### config.mk
export PLATFORM = sky130hd
export DESIGN_NAME = mem_bus_arbiter
export DESIGN_NICKNAME = d
export VERILOG_FILES = /design/src/rtl/mem_bus_arbiter.sv
export SDC_FILE = /design/constraint.sdc
export NUM_CORES = 1
export LEC_CHECK = 0
export ABC_AREA = 1
export CORE_UTILIZATION = 35
export CTS_BUF_LIST = sky130_fd_sc_hd__clkbuf_8
export DETAILED_ROUTE_END_ITERATION = 6
export PLACE_DENSITY_LB_ADDON = 0.08
export SYNTH_ARGS = -nofsm -noshare
export SYNTH_HDL_FRONTEND = slang
export SYNTH_SLANG_ARGS = --single-unit
### constraint.sdc
create_clock -name clk -period 7.9 [get_ports clk]
set_input_delay 1.975 -clock clk [delete_from_list [all_inputs] [get_ports clk]]
set_output_delay 1.975 -clock clk [all_outputs]
set_load 0.01 [all_outputs]
### src/rtl/mem_bus_arbiter.sv
`default_nettype none
// ============================================================================
//  Module      : mem_bus_arbiter
//  Description : Shares one external memory bus between instruction fetch
//                (IF) and load/store (MEM). One grant at a time, registered
//                read data with a one-cycle done pulse, combinational stall
//                request and a watchdog for unacknowledged accesses.
//  Revision    : 1.0 - initial release
// ============================================================================
module mem_bus_arbiter #(
    parameter int ADDR_W  = 32,
    parameter int DATA_W  = 32,
    parameter int TIMEOUT = 15
) (
    input  logic              clk,
    input  logic              reset,
    // instruction fetch requester
    input  logic              if_req,
    input  logic [ADDR_W-1:0] if_addr,
    output logic [DATA_W-1:0] if_rdata,
    output logic              if_done,
    // load/store requester
    input  logic              mem_req,
    input  logic              mem_we,
    input  logic [3:0]        mem_be,
    input  logic [ADDR_W-1:0] mem_addr,
    input  logic [DATA_W-1:0] mem_wdata,
    output logic [DATA_W-1:0] mem_rdata,
    output logic              mem_done,
    // external memory bus
    output logic              bus_req,
    output logic              bus_we,
    output logic [3:0]        bus_be,
    output logic [ADDR_W-1:0] bus_addr,
    output logic [DATA_W-1:0] bus_wdata,
    input  logic [DATA_W-1:0] bus_rdata,
    input  logic              bus_ack,
    // pipeline control
    output logic              stall_req,
    output logic              bus_err
);

    typedef enum logic [1:0] {
        IDLE    = 2'd0,
        GNT_MEM = 2'd1,
        GNT_IF  = 2'd2
    } state_t;

    // Last timer value a grant may reach before the watchdog fires.
    localparam logic [3:0] c_timer_last = 4'(TIMEOUT - 1);

    state_t              r_state;
    state_t              w_next_state;
    logic                r_skip_if;
    logic [3:0]          r_timer;

    logic                r_bus_req;
    logic                r_bus_we;
    logic [3:0]          r_bus_be;
    logic [ADDR_W-1:0]   r_bus_addr;
    logic [DATA_W-1:0]   r_bus_wdata;
    logic [DATA_W-1:0]   r_if_rdata;
    logic [DATA_W-1:0]   r_mem_rdata;
    logic                r_if_done;
    logic                r_mem_done;
    logic                r_bus_err;

    logic                w_if_elig;
    logic                w_mem_elig;
    logic                w_grant_mem;
    logic                w_grant_if;
    logic                w_timer_last;
    logic                w_leave;
    logic                w_expire;
    logic [DATA_W-1:0]   w_cap_data;

    // A requester in its done cycle is still holding req for the access that
    // just finished, so it must not be granted again.
    assign w_if_elig    = if_req  & ~r_if_done;
    assign w_mem_elig   = mem_req & ~r_mem_done;
    assign w_timer_last = (r_timer == c_timer_last);
    assign w_leave      = (r_state != IDLE) & (bus_ack | w_timer_last);
    assign w_expire     = (r_state != IDLE) & ~bus_ack & w_timer_last;
    assign w_cap_data   = bus_ack ? bus_rdata : '0;

    // Next-state and grant decode; MEM has priority unless IF was already passed over once.
    always_comb begin
        w_next_state = r_state;
        w_grant_mem  = 1'b0;
        w_grant_if   = 1'b0;
        case (r_state)
            IDLE: begin
                if (w_mem_elig && !(r_skip_if && w_if_elig)) begin
                    w_next_state = GNT_MEM;
                    w_grant_mem  = 1'b1;
                end else if (w_if_elig) begin
                    w_next_state = GNT_IF;
                    w_grant_if   = 1'b1;
                end
            end
            GNT_MEM, GNT_IF: begin
                if (bus_ack || w_timer_last) begin
                    w_next_state = IDLE;
                end
            end
            default: w_next_state = IDLE;
        endcase
    end

    // State register, IF-fairness flag and per-grant watchdog timer.
    always_ff @(posedge clk or posedge reset) begin
        if (reset) begin
            r_state   <= IDLE;
            r_skip_if <= 1'b0;
            r_timer   <= 4'd0;
        end else begin
            r_state <= w_next_state;
            if (w_grant_mem && if_req) begin
                r_skip_if <= 1'b1;
            end else if (w_grant_if) begin
                r_skip_if <= 1'b0;
            end
            if (r_state != IDLE && w_next_state != IDLE) begin
                r_timer <= r_timer + 4'd1;
            end else begin
                r_timer <= 4'd0;
            end
        end
    end

    // Latch the granted access so the bus stays stable whatever the requesters do.
    always_ff @(posedge clk or posedge reset) begin
        if (reset) begin
            r_bus_req   <= 1'b0;
            r_bus_we    <= 1'b0;
            r_bus_be    <= 4'd0;
            r_bus_addr  <= '0;
            r_bus_wdata <= '0;
        end else begin
            r_bus_req <= (w_next_state != IDLE);
            if (w_grant_mem) begin
                r_bus_we    <= mem_we;
                r_bus_be    <= mem_be;
                r_bus_addr  <= mem_addr;
                r_bus_wdata <= mem_wdata;
            end else if (w_grant_if) begin
                r_bus_we    <= 1'b0;
                r_bus_be    <= 4'hF;
                r_bus_addr  <= if_addr;
                r_bus_wdata <= '0;
            end
        end
    end

    // Completion: capture read data (zero on watchdog expiry) and pulse done/err.
    always_ff @(posedge clk or posedge reset) begin
        if (reset) begin
            r_if_rdata  <= '0;
            r_mem_rdata <= '0;
            r_if_done   <= 1'b0;
            r_mem_done  <= 1'b0;
            r_bus_err   <= 1'b0;
        end else begin
            r_if_done  <= w_leave & (r_state == GNT_IF);
            r_mem_done <= w_leave & (r_state == GNT_MEM);
            r_bus_err  <= w_expire;
            if (w_leave && r_state == GNT_IF) begin
                r_if_rdata <= w_cap_data;
            end
            if (w_leave && r_state == GNT_MEM) begin
                r_mem_rdata <= w_cap_data;
            end
        end
    end

    assign bus_req   = r_bus_req;
    assign bus_we    = r_bus_we;
    assign bus_be    = r_bus_be;
    assign bus_addr  = r_bus_addr;
    assign bus_wdata = r_bus_wdata;
    assign if_rdata  = r_if_rdata;
    assign mem_rdata = r_mem_rdata;
    assign if_done   = r_if_done;
    assign mem_done  = r_mem_done;
    assign bus_err   = r_bus_err;
    assign stall_req = (if_req & ~r_if_done) | (mem_req & ~r_mem_done);

endmodule
`default_nettype wire

Run 1, where the registers sit:
Other sequential cells in the stronger grey, the rest of the logic in the fainter grey.
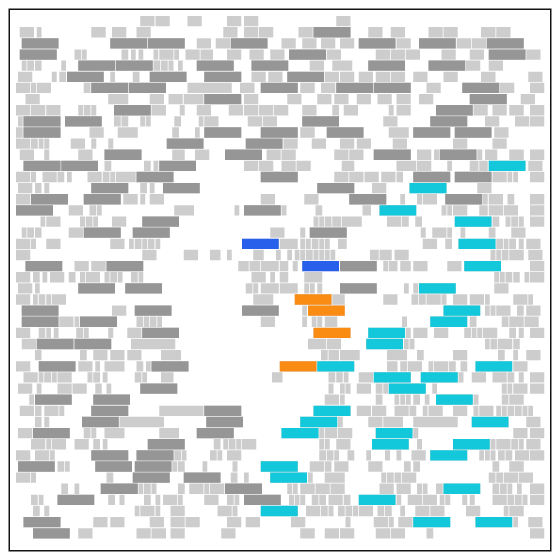
| netlist name | colour | placed flops |
|---|---|---|
| bus_addr | cyan | 32 |
| r_timer | orange | 4 |
| r_state | blue | 2 |
final core utilization: 55.6%
sequential power: 0.00119 W
Seq/total area: 39.2%

Run 1, placement by cell class:
Fill, decap, tap and diode cells in grey.
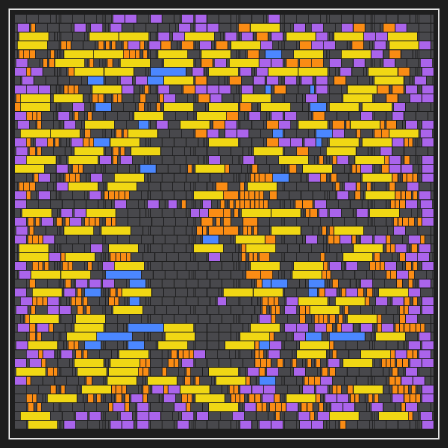
| class | colour | cells | share of their area |
|---|---|---|---|
| sequential cells | yellow | 144 | 40% |
| remaining buffers and delay cells | purple | 281 | 31% |
| remaining logic cells | orange | 416 | 23% |
| clock drivers and dummy loads | blue | 32 | 5.2% |
Post-Layout Inst Area: 9200 µm²
CORE AREA: 16500 µm²
FP Rows: 47

Run 1, wiring heat map:
Bar = 50 µm. The die is cut into 26 by 26 equal tiles; black is low, pale yellow is high, scaled to the fullest tile. Values are wire area over tile area, all layers added.
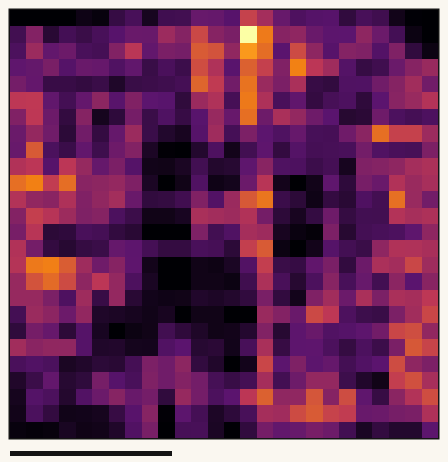
tiles over half the peak: 9.0%
fullest tile: 0.60
nearly empty tiles: 4.3%
mean over tiles: 0.16
routed length per instance: 15.5 µm
DR vias: 5141
GRT Total Usage: 19.9%

==> impl_metrics.ini, run 1 <==
; synthesis and place-and-route metrics
[layout]
clk_share_pct = 5.02
comb_area_um2 = 1860
final_cell_mix = clkdlybuf4s50_1 (275), nand2_1 (173), dfrtp_1 (144), o21ai_1 (68), inv_1 (48)
layout.nets = 1004
nonClockBufferCount = 281
area_delta_synth_final_pct = 55.6
seq_area_um2 = 3600
largest_class = flip-flops and latches

[power_and_ir_drop]
leakagePower_nw = 4.16

[final_timing]
rsz0062_at_grt = false
worst_pin_slew_ns = 1.16

[job]
tool_warnings = 30

[synth]
synth-area-yosys_um2 = 5910
xor_area_share_pct = 0.296
syn-mean-instance-area_um2 = 9.81
muxShareOfSynthArea_pct = 0

[floorplan]
die_w_um = 132

[setup_path]
cp_cell_sequence = clkdlybuf4s50_1 > nand2_1 > o21ai_2 > clkdlybuf4s50_1
slowest_delay_ns = 0.58
crit_path_end_kind = output pin

[detailed_routing]
highest_layer = met4

[status]
outcome = complete, no violations

[worst_hold_path]
hp-start = bus_addr[30]

[clocking]
clock_latency_ns = 0.45
## Run 2: what changed since run 1
==> constraint.sdc (replaced) <==
create_clock -name clk -period 4.73 [get_ports clk]
set_input_delay 1.1825 -clock clk [delete_from_list [all_inputs] [get_ports clk]]
set_output_delay 1.1825 -clock clk [all_outputs]
set_load 0.01 [all_outputs]
Run 2, zoomed window:
Bar = 20 µm. Region (8, 8) to (58, 58) µm. Cells in grey, sequential cells in the stronger grey; small squares are vias.
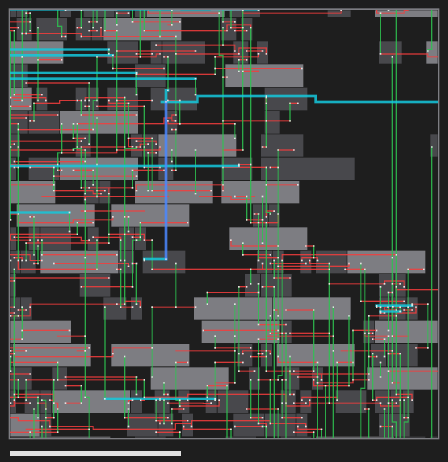
| layer | colour |
|---|---|
| M2 | green |
| M4 | blue |
| M3 | cyan |
| M1 | red |
most frequent: nand2_1 (40), dfrtp_1 (25), clkdlybuf4s50_1 (22)
sequential cells in the window: 25
cells with their middle in the window: 122
netlist names of flops here include: if_rdata (13), mem_rdata (12)

==> run 2 against run 1 <==
Sequential share of layout area rose by 0.096 points. Power is 64% higher. Count of clock-buffer cells in the layout is 2 higher. Final cell count barely moved. Final area down 0.24%. Utilization fell by 0.14 points. Global-route usage is essentially flat. Non-clock buffer count increased by 2. Wire length about the same. Largest cell class unchanged. Largest power group unchanged.
==> impl_metrics.ini, run 2 <==
; synthesis and place-and-route metrics
[status]
outcome = complete, no violations

[synth]
xor_area_share_pct = 0.296
synth-area-yosys_um2 = 5910
muxShareOfSynthArea_pct = 0
ys_ff = 144

[final_timing]
rsz0062_at_grt = false
worst_pin_slew_ns = 1.17

[detailed_routing]
wl_per_cell_um = 15.5
vias = 5170
highest_layer = met4

[layout]
layout.nets = 1006
final_cell_mix = clkdlybuf4s50_1 (275), nand2_1 (173), dfrtp_1 (144), o21ai_1 (68), inv_1 (47)
nonClockBufferCount = 283
final_core_util_pct = 55.5
comb_area_um2 = 1860
area_delta_synth_final_pct = 55.3
sh_seq_area_pct = 39.3
seq_area_um2 = 3600
largest_class = flip-flops and latches
fin_area_um2 = 9170
clk_share_pct = 4.50

[setup_path]
crit_path_end_kind = output pin
slowest_delay_ns = 0.58
cp_cell_sequence = clkdlybuf4s50_1 > nand2_1 > o21ai_2 > clkdlybuf4s50_1

[global_routing]
grt_pass1_wl_um = 27200
grt_use_total_pct = 20.0
grt_max_degree = 69

[worst_hold_path]
hp-start = bus_addr[27]

[power_and_ir_drop]
leakagePower_nw = 4.15
powerSeq_w = 0.00199

[floorplan]
placementRows = 47
die_w_um = 132

[job]
tool_warnings = 30
## Run 3: what changed since run 2
==> constraint.sdc (replaced) <==
create_clock -name clk -period 3.01 [get_ports clk]
set_input_delay 0.7525 -clock clk [delete_from_list [all_inputs] [get_ports clk]]
set_output_delay 0.7525 -clock clk [all_outputs]
set_load 0.01 [all_outputs]
Run 3, wiring heat map:
Bar = 50 µm. The die is cut into 26 by 26 equal tiles; black is low, pale yellow is high, scaled to the fullest tile. Values are wire area over tile area, all layers added.
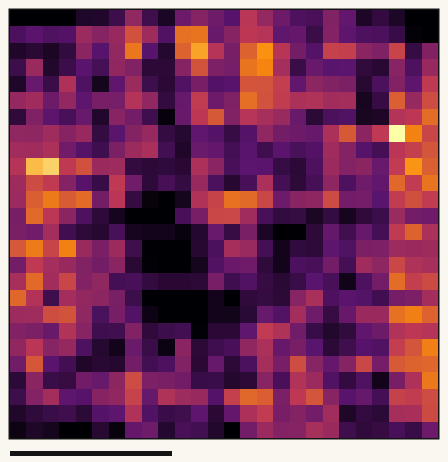
nearly empty tiles: 4.9%
emptiest ninth of the die: centre
tiles over half the peak: 15%
routed length per instance: 15.3 µm
GRT Total Usage: 19.6%
DR vias: 5176
Routed WL: 16800 µm

==> run 3 against run 2 <==
Wire length decreased by 0.95%. Non-clock buffer count increased by 3. Clock skew increased by 0.0012 ns. Sequential power increased by 57%. Setup slack got worse by 0.87 ns. Synthesized area unchanged. Critical path depth unchanged. Global-route usage decreased by 0.36 points. First-iteration DRC count decreased by 28%. Utilization increased by 0.45 points. Sequential share of layout area decreased by 0.31 points. Final area increased by 0.80%.
==> impl_metrics.ini, run 3 <==
; synthesis and place-and-route metrics
[layout]
nonClockBufferCount = 286
sh_seq_area_pct = 39.0
layout.nets = 1009
largest_class = flip-flops and latches
comb_area_um2 = 1860
clk_share_pct = 4.48
seq_area_um2 = 3600
area_delta_synth_final_pct = 56.5
fin_area_um2 = 9250
final_cell_mix = clkdlybuf4s50_1 (275), nand2_1 (173), dfrtp_1 (144), o21ai_1 (68), inv_1 (48)

[floorplan]
core_area_um2 = 16500
placementRows = 47
die_w_um = 132

[power_and_ir_drop]
powerSeq_w = 0.00313
powerDensity_nw_per_um2 = 936
leakagePower_nw = 4.18

[setup_path]
slowest_delay_ns = 0.57
cp_cell_sequence = clkdlybuf4s50_1 > nand2_1 > o21ai_2 > clkdlybuf4s50_1
crit_path_end_kind = output pin

[global_routing]
use_met3_pct = 7.15
grt_max_degree = 78
grt_pass1_wl_um = 26900

[synth]
ys_ff = 144
muxShareOfSynthArea_pct = 0
adder_share_pct = 1.27
syn-mean-instance-area_um2 = 9.81

[final_timing]
worst_pin_slew_ns = 0.732
rsz0062_at_grt = false

[clocking]
clock_latency_ns = 0.43

[worst_hold_path]
hp-start = bus_addr[18]

[job]
tool_warnings = 30

[status]
outcome = complete, no violations
No activity file was given, so power comes from the tool's default toggle rates.
